[src/rtl/branch_sequencer.sv]
// -----------------------------------------------------------------------------
// branch_sequencer
//
// Turns a simple command stream into the handshake sequence a branch unit
// expects. Each accepted command is one of:
//   NOP        : no branch-unit activity, done pulses on the next cycle
//   SET_FLAGS  : load the flag mask, hold m_write_flags high then low
//   SET_TARGET : load the branch target, hold m_write_branch high then low
//   STEP       : one m_strobe pulse, then wait for the branch unit to go busy
//                (m_ready low) and ready again, then capture its PC
// Every wait state (STROBE, WAIT_BUSY, WAIT_READY) is bounded by TIMEOUT
// cycles; an expiry returns to IDLE without done and sets the sticky error.
//
// Ports
//   aclk, areset        clock, synchronous active-high reset
//   s_valid/s_ready     command handshake, s_op selects the command and
//   s_op, s_operand     s_operand carries its data
//   m_enable            branch-unit enable, high whenever out of reset
//   m_write_branch      write enable for the branch target
//   m_write_flags       write enable for the flag mask
//   m_strobe            single-cycle advance pulse
//   m_check_flags       flag mask register
//   m_branch            branch target register
//   m_ready             branch-unit readiness
//   m_program_counter   branch-unit program counter
//   done                one-cycle completion pulse
//   pc_out              program counter captured at the last completed STEP
//   error               sticky timeout flag, cleared only by reset
// -----------------------------------------------------------------------------
module branch_sequencer #(
    parameter int HOLD_CYCLES = 2,
    parameter int TIMEOUT     = 16
) (
    input  logic        aclk,
    input  logic        areset,
    input  logic        s_valid,
    output logic        s_ready,
    input  logic [1:0]  s_op,
    input  logic [15:0] s_operand,
    output logic        m_enable,
    output logic        m_write_branch,
    output logic        m_write_flags,
    output logic        m_strobe,
    output logic [3:0]  m_check_flags,
    output logic [15:0] m_branch,
    input  logic        m_ready,
    input  logic [15:0] m_program_counter,
    output logic        done,
    output logic [15:0] pc_out,
    output logic        error
);

    localparam int HW = (HOLD_CYCLES < 2) ? 1 : $clog2(HOLD_CYCLES + 1);
    localparam int TW = $clog2(TIMEOUT + 1);

    localparam logic [HW-1:0] HOLD_LAST = HW'(HOLD_CYCLES - 1);
    localparam logic [TW-1:0] TMO_LAST  = TW'(TIMEOUT - 1);

    typedef enum logic [2:0] {
        IDLE,
        WR_HOLD,
        WR_CLEAR,
        STROBE,
        WAIT_BUSY,
        WAIT_READY
    } state_e;

    typedef enum logic [1:0] {
        OP_NOP        = 2'b00,
        OP_SET_FLAGS  = 2'b01,
        OP_SET_TARGET = 2'b10,
        OP_STEP       = 2'b11
    } op_e;

    state_e          state_q, state_d;
    logic [HW-1:0]   hold_q, hold_d;
    logic [TW-1:0]   tmo_q, tmo_d;
    logic [3:0]      flags_q, flags_d;
    logic [15:0]     branch_q, branch_d;
    logic            sel_branch_q, sel_branch_d;  // which write enable the hold phase drives
    logic [15:0]     pc_q, pc_d;
    logic            done_q, done_d;
    logic            error_q, error_d;

    // Combinational handshake: reset must block acceptance in the same cycle.
    assign s_ready       = (state_q == IDLE) && !areset;
    assign m_enable      = !areset;
    assign m_check_flags = flags_q;
    assign m_branch      = branch_q;
    assign pc_out        = pc_q;
    assign done          = done_q;
    assign error         = error_q;

    always_comb begin
        // NOTE: every signal gets a default before the case so no path leaves
        // it unassigned; a missing default here would infer a latch.
        state_d        = state_q;
        hold_d         = hold_q;
        tmo_d          = tmo_q;
        flags_d        = flags_q;
        branch_d       = branch_q;
        sel_branch_d   = sel_branch_q;
        pc_d           = pc_q;
        done_d         = 1'b0;
        error_d        = error_q;
        m_write_branch = 1'b0;
        m_write_flags  = 1'b0;
        m_strobe       = 1'b0;

        unique case (state_q)
            IDLE: begin
                hold_d = '0;
                tmo_d  = '0;
                if (s_valid) begin
                    unique case (op_e'(s_op))
                        OP_NOP: done_d = 1'b1;
                        OP_SET_FLAGS: begin
                            flags_d      = s_operand[3:0];
                            sel_branch_d = 1'b0;
                            state_d      = WR_HOLD;
                        end
                        OP_SET_TARGET: begin
                            branch_d     = s_operand;
                            sel_branch_d = 1'b1;
                            state_d      = WR_HOLD;
                        end
                        OP_STEP: state_d = STROBE;
                        default: ;
                    endcase
                end
            end

            WR_HOLD: begin
                m_write_branch = sel_branch_q;
                m_write_flags  = !sel_branch_q;
                if (hold_q == HOLD_LAST) begin
                    hold_d  = '0;
                    state_d = WR_CLEAR;
                end else begin
                    hold_d = hold_q + 1'b1;
                end
            end

            WR_CLEAR: begin
                if (hold_q == HOLD_LAST) begin
                    hold_d  = '0;
                    done_d  = 1'b1;
                    state_d = IDLE;
                end else begin
                    hold_d = hold_q + 1'b1;
                end
            end

            // In the three wait states progress wins over an expiring counter
            // in the same cycle; the counter restarts at each state entry.
            STROBE: begin
                if (m_ready) begin
                    m_strobe = 1'b1;
                    tmo_d    = '0;
                    state_d  = WAIT_BUSY;
                end else if (tmo_q == TMO_LAST) begin
                    tmo_d   = '0;
                    error_d = 1'b1;
                    state_d = IDLE;
                end else begin
                    tmo_d = tmo_q + 1'b1;
                end
            end

            WAIT_BUSY: begin
                if (!m_ready) begin
                    tmo_d   = '0;
                    state_d = WAIT_READY;
                end else if (tmo_q == TMO_LAST) begin
                    tmo_d   = '0;
                    error_d = 1'b1;
                    state_d = IDLE;
                end else begin
                    tmo_d = tmo_q + 1'b1;
                end
            end

            WAIT_READY: begin
                if (m_ready) begin
                    pc_d    = m_program_counter;
                    done_d  = 1'b1;
                    tmo_d   = '0;
                    state_d = IDLE;
                end else if (tmo_q == TMO_LAST) begin
                    tmo_d   = '0;
                    error_d = 1'b1;
                    state_d = IDLE;
                end else begin
                    tmo_d = tmo_q + 1'b1;
                end
            end

            default: state_d = IDLE;
        endcase
    end

    // NOTE: state registers use non-blocking assignments so every flop samples
    // the values from before the edge, independent of statement order.
    always_ff @(posedge aclk) begin
        if (areset) begin
            state_q      <= IDLE;
            hold_q       <= '0;
            tmo_q        <= '0;
            flags_q      <= '0;
            branch_q     <= '0;
            sel_branch_q <= 1'b0;
            pc_q         <= '0;
            done_q       <= 1'b0;
            error_q      <= 1'b0;
        end else begin
            state_q      <= state_d;
            hold_q       <= hold_d;
            tmo_q        <= tmo_d;
            flags_q      <= flags_d;
            branch_q     <= branch_d;
            sel_branch_q <= sel_branch_d;
            pc_q         <= pc_d;
            done_q       <= done_d;
            error_q      <= error_d;
        end
    end

endmodule

[config.mk]
export PLATFORM = sky130hd
export DESIGN_NAME = branch_sequencer
export DESIGN_NICKNAME = d
export VERILOG_FILES = /design/src/rtl/branch_sequencer.sv
export SDC_FILE = /design/constraint.sdc
export NUM_CORES = 1
export LEC_CHECK = 0
export ABC_CLOCK_PERIOD_IN_PS = 1800
export CAP_MARGIN = 0
export CORE_ASPECT_RATIO = 1.25
export CORE_MARGIN = 1
export CORE_UTILIZATION = 44
export DETAILED_ROUTE_END_ITERATION = 12
export PLACE_DENSITY = 0.8
export SKIP_CTS_REPAIR_TIMING = 1
export SYNTH_ARGS = -nofsm -noshare
export SYNTH_HDL_FRONTEND = slang
export SYNTH_SLANG_ARGS = --single-unit
export TNS_END_PERCENT = 5
[constraint.sdc]
create_clock -name aclk -period 1.8 [get_ports aclk]
set_input_delay 0.18 -clock aclk [delete_from_list [all_inputs] [get_ports aclk]]
set_output_delay 0.18 -clock aclk [all_outputs]
set_load 0.02 [all_outputs]
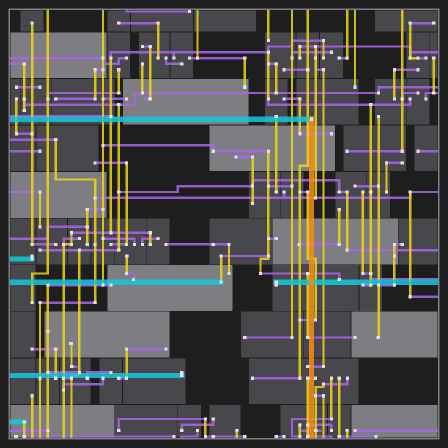
*Zoomed window, run 1*
Window x 4 to 29, y 47 to 72 um. Cells in grey, sequential cells in the stronger grey; small squares are vias.
layer	colour
met3	cyan
met1	purple
met4	orange
met2	yellow
sequential cells in the window	10
netlist names of flops here include	pc_out (9), tmo_q (1)
most frequent	nand2_1 (15)
cells with their middle in the window	51

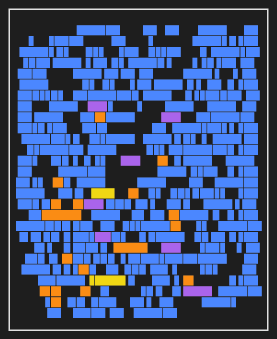
*Drive-strength map, run 1*
Drawn at 4 px/um.
size	colour	cells
drive 2	yellow	3
drive 3 to 4	orange	17
drive 1 or less	blue	322
drive 6 and up	purple	7

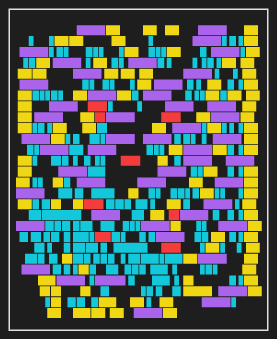
*Placement by cell class, run 1*
Drawn at 4 px/um.
class	colour	cells	share of their area
flops	purple	49	32%
clock drivers and dummy loads	red	8	3.1%
all other logic	cyan	198	35%
other buffers and delay cells	yellow	94	30%

==> metrics.yaml, run 1 <==
drc_errors: 0
grt.busiest_layer: "met2"
drt-total-wl_um: 5160
setup_viol: 1
period_used_share: 1.06
clk_latency_ns: 0.30
gp_congestion: 0.861
nNetsFinal: 391
die_x_um: 64.3
holdPathStages: 3
area_leaders: "dfxtp_1 (46%), nand2_1 (13%), a21oi_1 (11%)"
grt_pass1_wl_um: 8510
p_sw_frac: 0.290
grt_use_met2: 0.382
nNonClkInverters: 5
common_cells: "nand2_1 (76), dfxtp_1 (49), a21oi_1 (45), clkbuf_1 (13), nand3_1 (12)"
flop_area_sq_um: 982
r2r-start: "state_q[2]"
grt.met1_usage: 0.235
cpLargestDelayFamily: "buffers and inverters"
violations: "negative setup slack"
p_per_area_nw_per_um2: 741
clk_pin_slew_ns: 0.09
nClkBuffers: 5
synthToLayoutAreaGrowth_pct: 47.0
internal_power_uw: 1650
status: "finished with violations"
design_area_sq_um: 3140
grt_pass1_vias: 1985
seqPwrFrac: 0.496
endpoint_kind: "output pin"
path_buffers: 1
ys_sh_adder: 0.0293
n_tap_cell: 58
finClkSkew_ns: 0.00300
synth_area_per_cell_sq_um: 8.02
fin_util: 0.693
synth_nets: 309
crit_end: "m_write_branch"
simple_gate_area_frac: 0.262
fmax_mhz: 525
synth-edff-count: 0
hold_violations: 0
p_total_uw: 2320
p_sw_uw: 674
ir_worst_vdd_uv: 525
p_comb_frac: 0.213
worst_pin_slew_ns: 0.474
num-nonclk-buffers: 94
setup_ws_ns: -0.103
==> inputs of run 2 (changes only) <==
Settings changed: CAP_MARGIN 0 to unset.
==> run 2 against run 1 <==
The flow still finishes with violations (negative setup slack); area after synthesis unchanged; sequential power about the same; cell count is the same; worst hold slack unchanged; maximum frequency is the same; via count did not move; sequential share of layout area is the same; first-iteration DRC count unchanged; critical path depth did not move; utilization unchanged; power is the same; sequential cell count did not move; critical endpoint unchanged.
==> metrics.yaml, run 2 <==
die_x_um: 64.3  # unchanged
synth_nets: 309  # unchanged
violations: "negative setup slack"
topCombFamilyByArea: "simple AND/OR/NAND/NOR gates"
design_area_sq_um: 3140  # unchanged
gp_congestion: 0.861  # unchanged
num-nonclk-buffers: 94  # unchanged
setup_ws_ns: -0.103  # unchanged
n_tap_cell: 58  # unchanged
combGateArea_sq_um: 1040
nClkBuffers: 5  # unchanged
grt_pass1_vias: 1985  # unchanged
p_total_uw: 2320  # unchanged
finClkSkew_ns: 0.00300  # unchanged
seqPwrFrac: 0.496  # about the same
p_comb_frac: 0.213  # about the same
worst_pin_slew_ns: 0.474  # unchanged
dpl-instance-area_sq_um: 3030
grt.met1_usage: 0.235  # unchanged
simple_gate_area_frac: 0.262  # unchanged
status: "finished with violations"
clk_latency_ns: 0.30  # about the same
common_cells: "nand2_1 (76), dfxtp_1 (49), a21oi_1 (45), clkbuf_1 (13), nand3_1 (12)"
synth_area_per_cell_sq_um: 8.02  # unchanged
ys_sh_adder: 0.0293  # unchanged
synthToLayoutAreaGrowth_pct: 47.0  # unchanged
r2r-start: "state_q[2]"
endpoint_kind: "output pin"
holdPathStages: 3  # unchanged
period_used_share: 1.06  # unchanged
cpLargestDelayFamily: "buffers and inverters"
area_leaders: "dfxtp_1 (46%), nand2_1 (13%), a21oi_1 (11%)"
grt.busiest_layer: "met2"
drt-total-wl_um: 5160  # unchanged
synth-edff-count: 0  # unchanged
p_sw_frac: 0.290  # unchanged
grt_use_met2: 0.382  # unchanged
nNetsFinal: 391  # unchanged
path_buffers: 1  # unchanged
hold_violations: 0  # unchanged
ir_worst_vdd_uv: 525  # unchanged
fmax_mhz: 525  # unchanged
setup_viol: 1  # unchanged
nNonClkInverters: 5  # unchanged
crit_end: "m_write_branch"
flop_area_sq_um: 982  # unchanged
drc_errors: 0  # unchanged
internal_power_uw: 1650  # unchanged
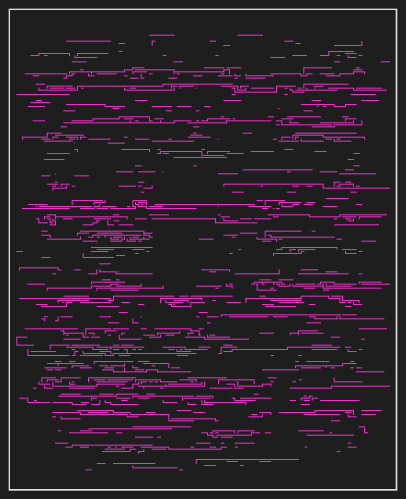
*M1 wires, run 2*
Drawn at 6 px/um.
longest straight run	19.8 um
main direction	horizontal
nets with wire on the layer	336
share of all routed wire	43%
wire length on this layer	2,200 um

==> inputs of run 3 (changes only) <==
Settings changed: ABC_CLOCK_PERIOD_IN_PS 1800 to 1600, CORE_UTILIZATION 44 to 39, CTS_BUF_LIST set to sky130_fd_sc_hd__clkbuf_16, CTS_CLUSTER_DIAMETER set to 120, PLACE_DENSITY 0.8 to 0.75.
Clock period 1.8 ns to 1.6 ns, I/O delays scaled along.
==> run 3 against run 2 <==
The flow now finishes without violations; sequential power rose by about 10%; critical path depth rose by 1; utilization fell by 5.4 points; non-clock buffer count rose by 11; design area rose by 4.9%; count of clock-buffer cells in the layout did not move; first-iteration DRC count rose by 33%; routed wire length rose by 3.4%; register-to-register slack got worse by 0.12 ns; synthesized cell count did not move; critical path type is now reg2reg.
==> metrics.yaml, run 3 <==
common_cells: "nand2_1 (76), dfxtp_1 (49), a21oi_1 (45), clkbuf_1 (13), nand3_1 (12)"
start_kind: "flop"
r2r-start: "state_q[2]"
setup_ws_ns: 0.108  # +0.212 ns
p_comb_frac: 0.206  # -0.007
ys_sh_adder: 0.0293  # unchanged
fmax_mhz: 670
slew_violations: 0
worst_pin_slew_ns: 0.458  # -0.0167 ns
period_needed_ns: 1.49
design_area_sq_um: 3290  # +4.9%
reg2reg_depth: 4
endpoint_kind: "flop"
p_total_uw: 2900  # +25%
synth_nets: 309  # unchanged
topCombFamilyByArea: "simple AND/OR/NAND/NOR gates"
synthToLayoutAreaGrowth_pct: 54.3
drt-total-wl_um: 5340  # +3.4%
ir_worst_vdd_uv: 560  # +6.8%
grt.met1_usage: 0.235  # +0.000376
gp_congestion: 0.808  # -6.2%
crit_end: "tmo_q[3]"
clk_latency_ns: 0.28  # -0.02 ns
holdPathEnd: "tmo_q[2]"
flop_area_sq_um: 986  # +0.38%
reg2reg_slack_ns: 0.11
setup_viol: 0  # -1
p_sw_frac: 0.259  # -0.0312
grt.busiest_layer: "met2"
num-nonclk-buffers: 105  # +12%
grt_pass1_vias: 2007  # +1.1%
nNetsFinal: 402  # +2.8%
cpLargestDelayFamily: "simple AND/OR/NAND/NOR gates"
finClkSkew_ns: 0.00311  # +0.000113 ns
area_leaders: "dfxtp_1 (46%), nand2_1 (13%), a21oi_1 (11%)"
nNonClkInverters: 5  # unchanged
dpl-instance-area_sq_um: 3140  # +3.5%
synth_area_per_cell_sq_um: 8.02  # unchanged
met1_length_um: 2220
internal_power_uw: 2150  # +30%
n_tap_cell: 62  # +6.9%
combGateArea_sq_um: 1040  # +0.12%
path_buffers: 0  # -1
status: "complete, no violations"
grt_use_met2: 0.340  # -0.0416
cts_tree: "done"
hold_violations: 0  # unchanged
drc_errors: 0  # unchanged
seqPwrFrac: 0.448  # -0.048
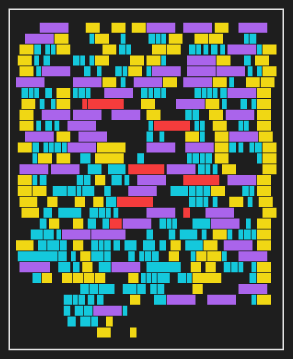
*Placement by cell class, run 3*
Drawn at 4 px/um.
class	colour	cells	share of their area
clock drivers and dummy loads	red	8	4.4%
other buffers and delay cells	yellow	105	32%
all other logic	cyan	198	33%
flops	purple	49	31%


## Gallery

Track usage over the die.
panel A
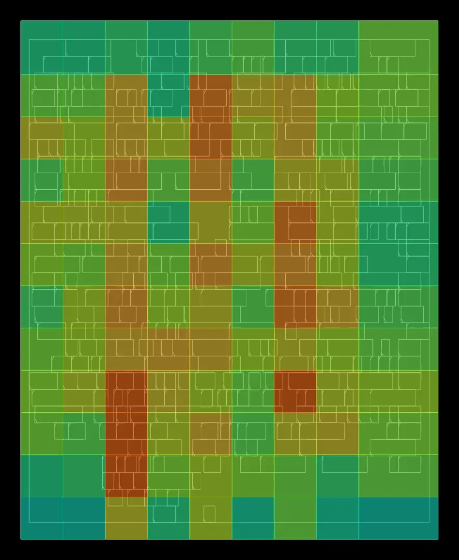
panel B
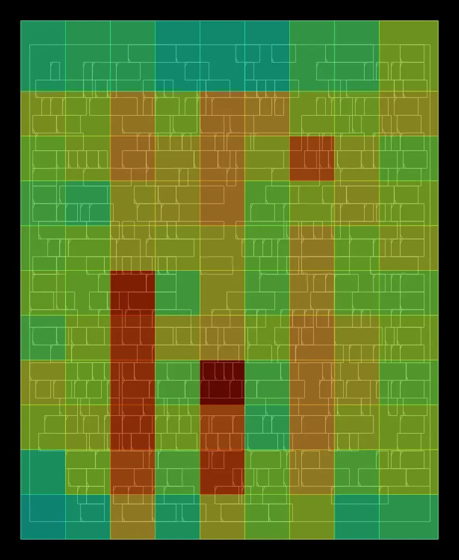
panel B: run 2
panel A: run 3

Power is estimated from default activity; no workload was simulated.
